### src/rtl/spi_nibble_receiver.sv
// rtl/spi_nibble_receiver.sv - SPI mode-0 slave: syncs raw pins, deframes header+nibble bytes, returns ack on MISO
module spi_nibble_receiver #(
  parameter logic [3:0] HEADER      = 4'hA,
  parameter logic [3:0] ACK_HEADER  = 4'h5,
  parameter int         SYNC_STAGES = 2
) (
  input  logic       FPGA_clk,
  input  logic       FPGA_reset,
  input  logic       sclk_in,
  input  logic       mosi_in,
  input  logic       ss_n_in,
  output logic [3:0] spi_data_out,
  output logic       spi_data_valid_out,
  output logic       frame_error_out,
  output logic       miso_out
);

  localparam logic [1:0] IDLE     = 2'd0;
  localparam logic [1:0] SHIFT    = 2'd1;
  localparam logic [1:0] CHECK    = 2'd2;
  localparam logic [1:0] WAIT_REL = 2'd3;

  logic [SYNC_STAGES-1:0] sclk_sync, mosi_sync, ss_n_sync, fill;
  logic sclk_d, ss_n_d, mosi_d;
  logic sclk_rise, sclk_fall, ss_rise, ss_fall, armed;

  logic [1:0] state;
  logic [3:0] bit_cnt;
  logic [7:0] rx_shift, tx_shift;
  logic [3:0] last_payload;
  logic       overrun;

  // Edge strobes are registered so mosi_d lines up with sclk_rise.
  // armed blocks a frame start until ss_n has been seen high after reset.
  always_ff @(posedge FPGA_clk) begin
    if (FPGA_reset) begin
      sclk_sync <= '0;
      mosi_sync <= '0;
      ss_n_sync <= '1;
      fill      <= '0;
      sclk_d    <= 1'b0;
      ss_n_d    <= 1'b1;
      mosi_d    <= 1'b0;
      sclk_rise <= 1'b0;
      sclk_fall <= 1'b0;
      ss_rise   <= 1'b0;
      ss_fall   <= 1'b0;
      armed     <= 1'b0;
    end else begin
      sclk_sync <= {sclk_sync[SYNC_STAGES-2:0], sclk_in};
      mosi_sync <= {mosi_sync[SYNC_STAGES-2:0], mosi_in};
      ss_n_sync <= {ss_n_sync[SYNC_STAGES-2:0], ss_n_in};
      fill      <= {fill[SYNC_STAGES-2:0], 1'b1};
      sclk_d    <= sclk_sync[SYNC_STAGES-1];
      ss_n_d    <= ss_n_sync[SYNC_STAGES-1];
      mosi_d    <= mosi_sync[SYNC_STAGES-1];
      sclk_rise <= sclk_sync[SYNC_STAGES-1] & ~sclk_d;
      sclk_fall <= ~sclk_sync[SYNC_STAGES-1] & sclk_d;
      ss_rise   <= ss_n_sync[SYNC_STAGES-1] & ~ss_n_d;
      ss_fall   <= ~ss_n_sync[SYNC_STAGES-1] & ss_n_d & armed;
      if (fill[SYNC_STAGES-1] && ss_n_sync[SYNC_STAGES-1]) armed <= 1'b1;
    end
  end

  always_ff @(posedge FPGA_clk) begin
    if (FPGA_reset) begin
      state              <= IDLE;
      bit_cnt            <= 4'd0;
      rx_shift           <= 8'h00;
      tx_shift           <= 8'h00;
      last_payload       <= 4'h0;
      overrun            <= 1'b0;
      spi_data_out       <= 4'h0;
      spi_data_valid_out <= 1'b0;
      frame_error_out    <= 1'b0;
      miso_out           <= 1'b0;
    end else begin
      spi_data_valid_out <= 1'b0;
      frame_error_out    <= 1'b0;
      case (state)
        IDLE: begin
          miso_out <= 1'b0;
          if (ss_fall) begin
            state    <= SHIFT;
            bit_cnt  <= 4'd0;
            tx_shift <= {ACK_HEADER, last_payload};
            miso_out <= ACK_HEADER[3];
          end
        end
        SHIFT: begin
          if (ss_rise) begin
            state    <= IDLE;
            miso_out <= 1'b0;
            if (bit_cnt != 4'd0) frame_error_out <= 1'b1;
          end else if (sclk_rise) begin
            rx_shift <= {rx_shift[6:0], mosi_d};
            bit_cnt  <= bit_cnt + 4'd1;
            if (bit_cnt == 4'd7) state <= CHECK;
          end else if (sclk_fall) begin
            // Rotate rather than shift; only bit 6 onwards is ever driven out.
            tx_shift <= {tx_shift[6:0], tx_shift[7]};
            miso_out <= tx_shift[6];
          end
        end
        CHECK: begin
          overrun <= 1'b0;
          if (rx_shift[7:4] == HEADER) begin
            spi_data_out       <= rx_shift[3:0];
            last_payload       <= rx_shift[3:0];
            spi_data_valid_out <= 1'b1;
          end else begin
            frame_error_out <= 1'b1;
          end
          if (ss_rise) begin
            state    <= IDLE;
            miso_out <= 1'b0;
          end else begin
            state <= WAIT_REL;
          end
        end
        WAIT_REL: begin
          if (ss_rise) begin
            state    <= IDLE;
            miso_out <= 1'b0;
          end else if (sclk_rise && !overrun) begin
            frame_error_out <= 1'b1;
            overrun         <= 1'b1;
          end
        end
        default: state <= IDLE;
      endcase
    end
  end

endmodule

### config.mk
export PLATFORM = sky130hd
export DESIGN_NAME = spi_nibble_receiver
export DESIGN_NICKNAME = d
export VERILOG_FILES = /design/src/rtl/spi_nibble_receiver.sv
export SDC_FILE = /design/constraint.sdc
export NUM_CORES = 1
export LEC_CHECK = 0
export CELL_PAD_IN_SITES_DETAIL_PLACEMENT = 1
export CELL_PAD_IN_SITES_GLOBAL_PLACEMENT = 1
export CORE_AREA = 5 5 52 89
export CTS_BUF_LIST = sky130_fd_sc_hd__clkbuf_8
export CTS_CLUSTER_SIZE = 12
export DETAILED_ROUTE_END_ITERATION = 8
export DIE_AREA = 0 0 57 94
export PLACE_DENSITY_LB_ADDON = 0.3
export SKIP_CTS_REPAIR_TIMING = 1
export SYNTH_ARGS = -nofsm -noshare
export SYNTH_HDL_FRONTEND = slang
export SYNTH_SLANG_ARGS = --single-unit
### constraint.sdc
create_clock -name FPGA_clk -period 1.7 [get_ports FPGA_clk]
set_input_delay 0.51 -clock FPGA_clk [delete_from_list [all_inputs] [get_ports FPGA_clk]]
set_output_delay 0.51 -clock FPGA_clk [all_outputs]
set_load 0.01 [all_outputs]
==> flow_metrics.py <==
# Auto-generated metrics
metrics = {
    "synthesis": {
        "fp_nets": 183,
        "logic_family": "simple AND/OR/NAND/NOR gates",
        "ys_ff": 46,
        "yosys_warnings": 0,
        "ys_sh_aoi": 0.1178,
        "mux_area_frac": 0.04741,
        "topCellsByArea": "dfxtp_1 55%, a21oi_1 4.7%, mux2i_1 4.7%",
        "ys_sh_adder": 0.01481,
        "ys_sh_simple": 0.2281,
        "synth_area_um2": 1689,
        "synth_cell_types": 34,
        "top_area_cell": "dfxtp_1",
        "ys_area_um2": 1689,
        "syn_area_per_cell_um2": 9.597,
        "netlist.area_leader.share": 0.5452,
        "ys_async_sr_fraction": 0,
    },
    "clocking": {
        "h-tree-depth": 2,
        "tritoncts": "built",
        "cts.path.max_buffers": 2,
        "clock_latency_ps": 290,
    },
    "die": {
        "io-pin-count": 12,
        "die_y_um": 94,
        "chipWidth_um": 57,
        "dieArea_um2": 5358,
    },
    "route": {
        "wl_per_cell_um": 14.80,
        "vias_per_cell": 5.307,
        "ant_nets": 0,
    },
    "placed_design": {
        "postPlaceCellArea_um2": 1892,
        "io_buffers": 11,
        "detailed_place_hpwl_um": 2753,
        "gp_congestion": 0.8066,
    },
    "power_and_ir_drop": {
        "p_per_area_nw_per_um2": 895.3,
        "peakVddDrop_v": 0.0008449,
    },
    "timing": {
        "rsz0062_at_grt": "no",
        "fin_skew_ps": 4.579,
        "hold_viol": 0,
        "fin_crit_sh": 0.9686,
        "worst_pin_slew_ps": 391.2,
        "final_max_slew_viol_count": 0,
    },
    "run_status": {
        "status": "finished clean",
    },
    "layout": {
        "utilization": 0.5183,
        "comb_area_um2": 706.9,
        "drive_gt1_frac": 0.1173,
        "syn2layout_area_growth_pct": 17.48,
        "register_area_um2": 920.9,
        "fillerInstances": 458,
    },
    "grt": {
        "grt_pass1_wl_um": 6320,
        "grt_max_degree": 14,
        "grt-ovfl-total": 0,
        "antenna_found_initial": 0,
    },
    "critical_path": {
        "path_buffers": 1,
        "critPathKind": "reg2out",
        "endpoint_kind": "output pin",
        "cp_slowest_cell": "clkdlybuf4s50_1",
        "arrival_ps": 1140,
        "cp-start-kind": "flip-flop",
        "reg2reg_setup_slack_ps": 190,
        "crit_chain": "clkdlybuf4s50_1",
        "critPathTopFamily": "buffers and inverters",
        "cpPeakStageDelay_ps": 530,
    },
}
-- cell usage in the layout (no fill, tap or decap), types with 6 or more instances in the layout --
cell / instances
nand2_1: 20
nor2_1: 18
clkdlybuf4s50_1: 6
nor2b_1: 9
inv_1: 6
a21oi_1: 16
mux2i_1: 8
dfxtp_1: 46
buf_4: 10
-- kinds of logic after synthesis --
| logic type | Yosys count |
|---|---|
| buffers and inverters | 13 |
| adder cells (fa/ha/maj) | 2 |
| AND-OR/OR-AND | 32 |
| multiplexers | 8 |
| XOR/XNOR | 2 |
| AND/OR/NAND/NOR | 73 |
| flip-flops | 46 |
-- registers in the layout (all words and copies together) (netlist names), 2 cells and up --
name          flops
fill              2
bit_cnt           4
tx_shift          8
last_payload      4
mosi_sync         2
state             2
sclk_sync         2
rx_shift          8
ss_n_sync         2
-- report_power, final --
part	internal (mW)	leakage (nW)	total, mW	switching, mW
registers	1.09	0.373	1.10	0.00863
clock network	0.276	0.0414	0.620	0.344
logic	0.0281	0.392	0.0551	0.0270
-- metrics by stage --
step | setup WS, ps | instances | TNS, ps | power [mW] | hold WS (ps)
after global placement | 104.0 | 237 | 0 | 1.179 | 388.7
after floorplan | 355.6 | 176 | 0 | 1.156 | 383.5
after detailed placement | 63.14 | 237 | 0 | 1.184 | 398.3
after CTS | -44.61 | 244 | -174.3 | 1.797 | 418.0
after global routing | 7.384 | 244 | 0 | 1.868 | 432.9
final | 53.42 | 244 | 0 | 1.777 | 410.0
-- final cells by class --
class,instances,area share
clock buffers,5,0.03468
clock inverters,2,0.005675
well taps,48,0.03026
repair buffers,21,0.09962
flip-flops and latches,46,0.4641
multi-input cells,117,0.3562
inverters,5,0.009458
-- metal layers --
| layer | GRT usage | vias to the layer above | part of all wire |
|---|---|---|---|
| met1 | 0.1556 | 638 | 0.39 |
| li1 | - | 637 | - |
| met4 | 0.08511 | 0 | 0.022 |
| met5 | 0 | - | 0 |
| met2 | 0.2834 | 14 | 0.56 |
| met3 | 0.03301 | 6 | 0.027 |
-- path summary, 6_finish.rpt --
check,end,from,cells past startpoint
setup / recovery,spi_data_valid_out,spi_data_valid_out,1
hold / removal,sclk_rise,sclk_d,1
setup reg to reg,bit_cnt[2],state[1],5
hold reg to reg,sclk_rise,sclk_d,1
-- worst reg2reg max path, cell delays in order (launching register included) --
cell	delay (ps)
dfxtp_1	510
and4bb_2	290
buf_4	170
o21ai_0	220
xor2_1	160
nor2_1	50
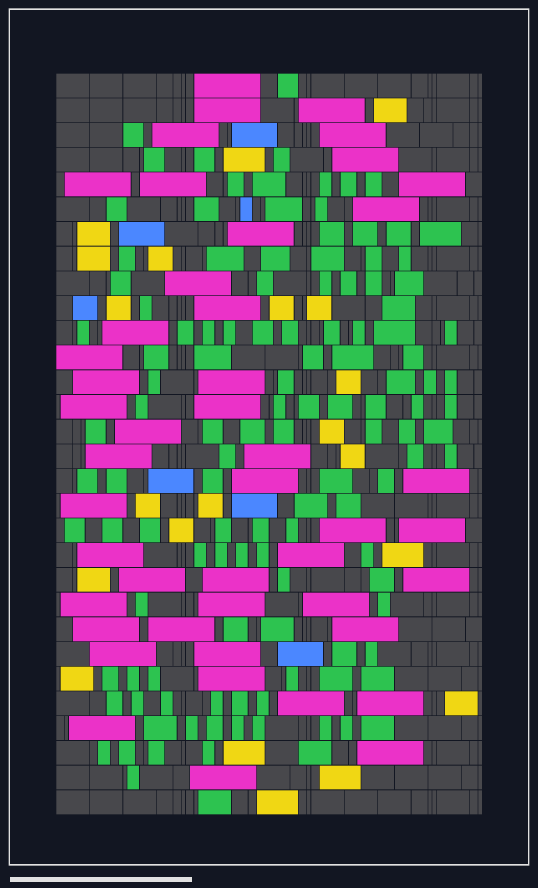
*Cells colored by class*
Scale bar: 20 µm. Fill, decap, tap and diode cells in gray.
Green is all other logic, cells 122. Yellow is other buffers and delay cells, cells 21. Magenta is flops, cells 46. Blue is clock drivers and dummy loads, cells 7.

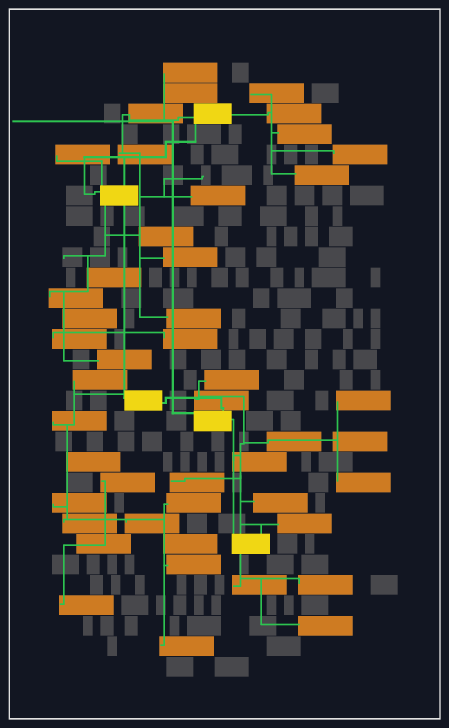
*Clock network drawn from the DEF*
Green is clock wires, length 531 µm. Yellow is cells driving clock nets, count 5. Orange is flip-flops, count 46.
There are 6 routed clock nets.

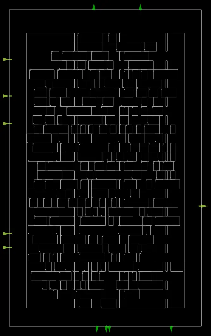
*Cell placement*
Seq/total area: 0.4641
core area: 3829 µm²

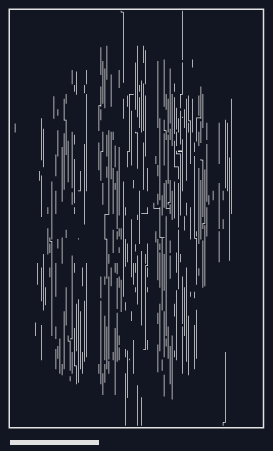
*The metal 2 layer*
Scale bar: 20 µm.
The longest straight run is 26.9 µm. 188 nets have wire on it. The layer holds 56% of the routed length. The wires run mostly vertical.

Power is estimated from default activity; no workload was simulated.
